File: config.mk
export PLATFORM = sky130hd
export DESIGN_NAME = fsm_seq_tx
export DESIGN_NICKNAME = d
export VERILOG_FILES = /design/src/rtl/fsm_seq_tx.sv
export SDC_FILE = /design/constraint.sdc
export NUM_CORES = 1
export LEC_CHECK = 0
export CORE_UTILIZATION = 49
export CTS_CLUSTER_SIZE = 10
export DETAILED_ROUTE_END_ITERATION = 12
export PLACE_DENSITY = 0.81
export SLEW_MARGIN = 25
export SYNTH_ARGS = -nofsm -noshare
export SYNTH_HDL_FRONTEND = slang
export SYNTH_SLANG_ARGS = --single-unit
File: constraint.sdc
create_clock -name clk -period 1.67 [get_ports clk]
set_input_delay 0.334 -clock clk [delete_from_list [all_inputs] [get_ports clk]]
set_output_delay 0.334 -clock clk [all_outputs]
set_load 0.01 [all_outputs]
File: src/rtl/fsm_seq_tx.sv
// Bit-serial stimulus transmitter for the 4-state Moore FSM, carrying the expected output alongside each bit.
// Optional detection counter is built only when FSM_SEQ_TX_DET_CNT_EN is defined; otherwise det_cnt is tied to 0.
module fsm_seq_tx #(
    parameter int NBITS = 8,
    parameter int CW    = 4
) (
    input  logic             clk,
    input  logic             reset,
    input  logic             msg_val,
    output logic             msg_rdy,
    input  logic [NBITS-1:0] msg,
    output logic             ser_val,
    output logic             ser_bit,
    output logic             exp_out,
    output logic             done,
    output logic [CW-1:0]    det_cnt
);

    typedef enum logic [1:0] {
        IDLE = 2'd0,
        SEND = 2'd1,
        DONE = 2'd2
    } ctrl_t;

    typedef enum logic [1:0] {
        ST_A = 2'd0,
        ST_B = 2'd1,
        ST_C = 2'd2,
        ST_D = 2'd3
    } model_t;

    localparam int BW = (NBITS > 1) ? $clog2(NBITS) : 1;
    localparam logic [BW-1:0] LAST_IDX = BW'(NBITS - 1);

    ctrl_t            state_reg, state_next;
    model_t           model_reg, model_next;
    logic [NBITS-1:0] shift_reg, shift_next;
    logic [BW-1:0]    idx_reg, idx_next;

    function automatic model_t model_step(input model_t s, input logic b);
        model_t n;
        case (s)
            ST_A:    n = b ? ST_B : ST_A;
            ST_B:    n = b ? ST_B : ST_C;
            ST_C:    n = b ? ST_D : ST_A;
            ST_D:    n = b ? ST_B : ST_C;
            default: n = ST_A;
        endcase
        return n;
    endfunction

    always_ff @(posedge clk or negedge reset) begin
        if (!reset) begin
            state_reg <= IDLE;
            model_reg <= ST_A;
            shift_reg <= '0;
            idx_reg   <= '0;
        end else begin
            state_reg <= state_next;
            model_reg <= model_next;
            shift_reg <= shift_next;
            idx_reg   <= idx_next;
        end
    end

    always_comb begin
        state_next = state_reg;
        model_next = model_reg;
        shift_next = shift_reg;
        idx_next   = idx_reg;
        case (state_reg)
            IDLE: begin
                if (msg_val) begin
                    state_next = SEND;
                    shift_next = msg;
                    idx_next   = '0;
                    model_next = ST_A;
                end
            end
            SEND: begin
                // The model consumes the bit on the wire this cycle, so exp_out lags it by one.
                model_next = model_step(model_reg, shift_reg[0]);
                shift_next = shift_reg >> 1;
                idx_next   = idx_reg + 1'b1;
                if (idx_reg == LAST_IDX) begin
                    state_next = DONE;
                end
            end
            DONE:    state_next = IDLE;
            default: state_next = IDLE;
        endcase
    end

    assign msg_rdy = (state_reg == IDLE);
    assign ser_val = (state_reg == SEND);
    assign ser_bit = ser_val & shift_reg[0];
    assign exp_out = (model_reg == ST_D);
    assign done    = (state_reg == DONE);

`ifdef FSM_SEQ_TX_DET_CNT_EN
    localparam logic [CW-1:0] CNT_MAX = '1;

    logic [CW-1:0] det_cnt_reg, det_cnt_next;

    // D has no self-loop, so every SEND cycle landing in D is a fresh entry.
    always_comb begin
        det_cnt_next = det_cnt_reg;
        if (state_reg == IDLE && msg_val) begin
            det_cnt_next = '0;
        end else if (state_reg == SEND && model_next == ST_D && det_cnt_reg != CNT_MAX) begin
            det_cnt_next = det_cnt_reg + 1'b1;
        end
    end

    always_ff @(posedge clk or negedge reset) begin
        if (!reset) begin
            det_cnt_reg <= '0;
        end else begin
            det_cnt_reg <= det_cnt_next;
        end
    end

    assign det_cnt = det_cnt_reg;
`else
    assign det_cnt = '0;
`endif

endmodule

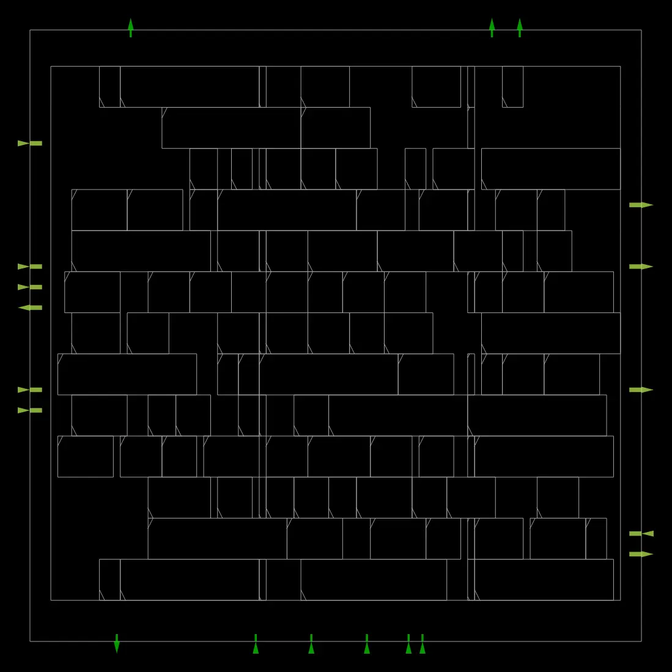
Figure 1: placed standard cells.
Core Footprint: 1330 um^2
sequential cell count: 15
post-layout instance count excluding filler cells: 108

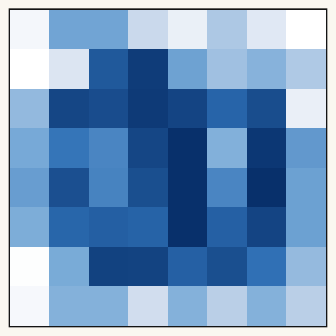
Figure 2: local utilization.
8 x 8 tiles, from white (low) to dark blue (high), 0 to 100% covered.
mean over tiles: 58%
fullest tile: 100%
tiles over 75% full: 39%
emptiest ninth of the die: upper right
nearly empty tiles: 4.7%
densest ninth of the die: center

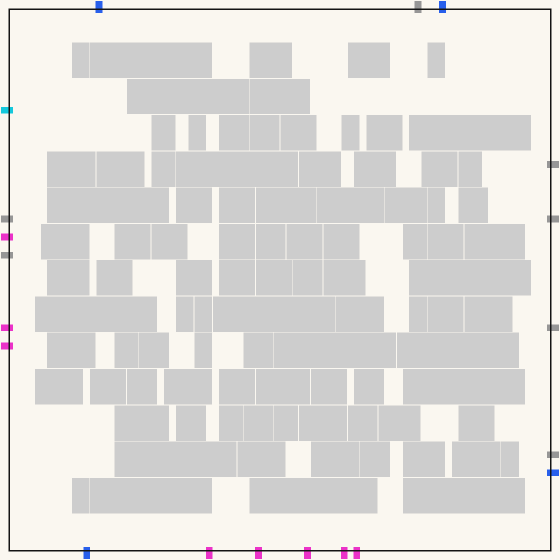
Figure 3: pin placement.
Pins as bars across the die edge, other pins in gray.
| port | color | pins | direction | edge |
|---|---|---|---|---|
| `det_cnt` | blue | 4 | output | 2 top, 1 bottom, 1 right |
| `msg` | magenta | 8 | input | 5 bottom, 3 left |
| `clk` | cyan | 1 | input | left |
all pins by edge: 6 left, 6 bottom, 5 right, 3 top
Die Ht: 40.5 um
number of buffer cells added on primary ports: 15

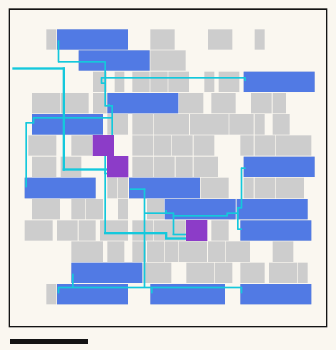
Figure 4: clock distribution.
Scale bar: 10 um.
[flip-flops] blue | count: 15
[clock wires] cyan | length: 182 um
[clock drivers] purple | count: 3
routed clock nets: 4

-- final cells by class --
cell class                 count  area share (%)
multi-input combinational     45            31.8
tap                           15            1.92
sequential                    15            38.6
timing repair buffer          26            23.3
clock buffer                   3            2.31
clock inverter                 1           0.513
inverter                       3            1.54
-- critical path, stage by stage (launching register included) --
cell                              delay, ps
sky130_fd_sc_hd__dfrtp_1                360
sky130_fd_sc_hd__buf_4                  160
sky130_fd_sc_hd__clkinvlp_4             120
sky130_fd_sc_hd__nor2_1                 100
sky130_fd_sc_hd__clkdlybuf4s15_1        240
-- metal layers --
layer | track usage, % | up-vias
met4 | 10.0 | 0
li1 | - | 290
met3 | 8.33 | 4
met5 | 0 | -
met1 | 29.7 | 307
met2 | 39.3 | 31
==> ci_impl_report.md <==
## Synthesis and layout report

| Metric | Value |
|---|---|
| Result of the run | finished clean |
| Yosys cell count | 66 |
| Post-synthesis instance total | 66 |
| Post-layout worst setup margin | 68.1 ps |
| Crit Path Class | reg2out |
| DRC violation count after routing | 0 |
| Standard cell area after detailed placement | 923 um^2 |
| Required time of the critical path | 1340 ps |
| Total track usage | 24.5% |
| Via count of the first global-routing pass | 567 |
| Minimum hold slack | 351 ps |
| Crit path to | done |
| Average instance area after synthesis | 11.0 um^2 |
| Vias per cell | 5.85 |
| Number of antenna repair diodes | 0 |
| Cells resized by post-CTS repair | 5 |
| Total Die Area | 1640 um^2 |
| TritonCTS Buffers | 3 |
| Count of vias placed by the detailed router | 632 |
| Placed Cells | 101 |
| Cell row count | 13 |
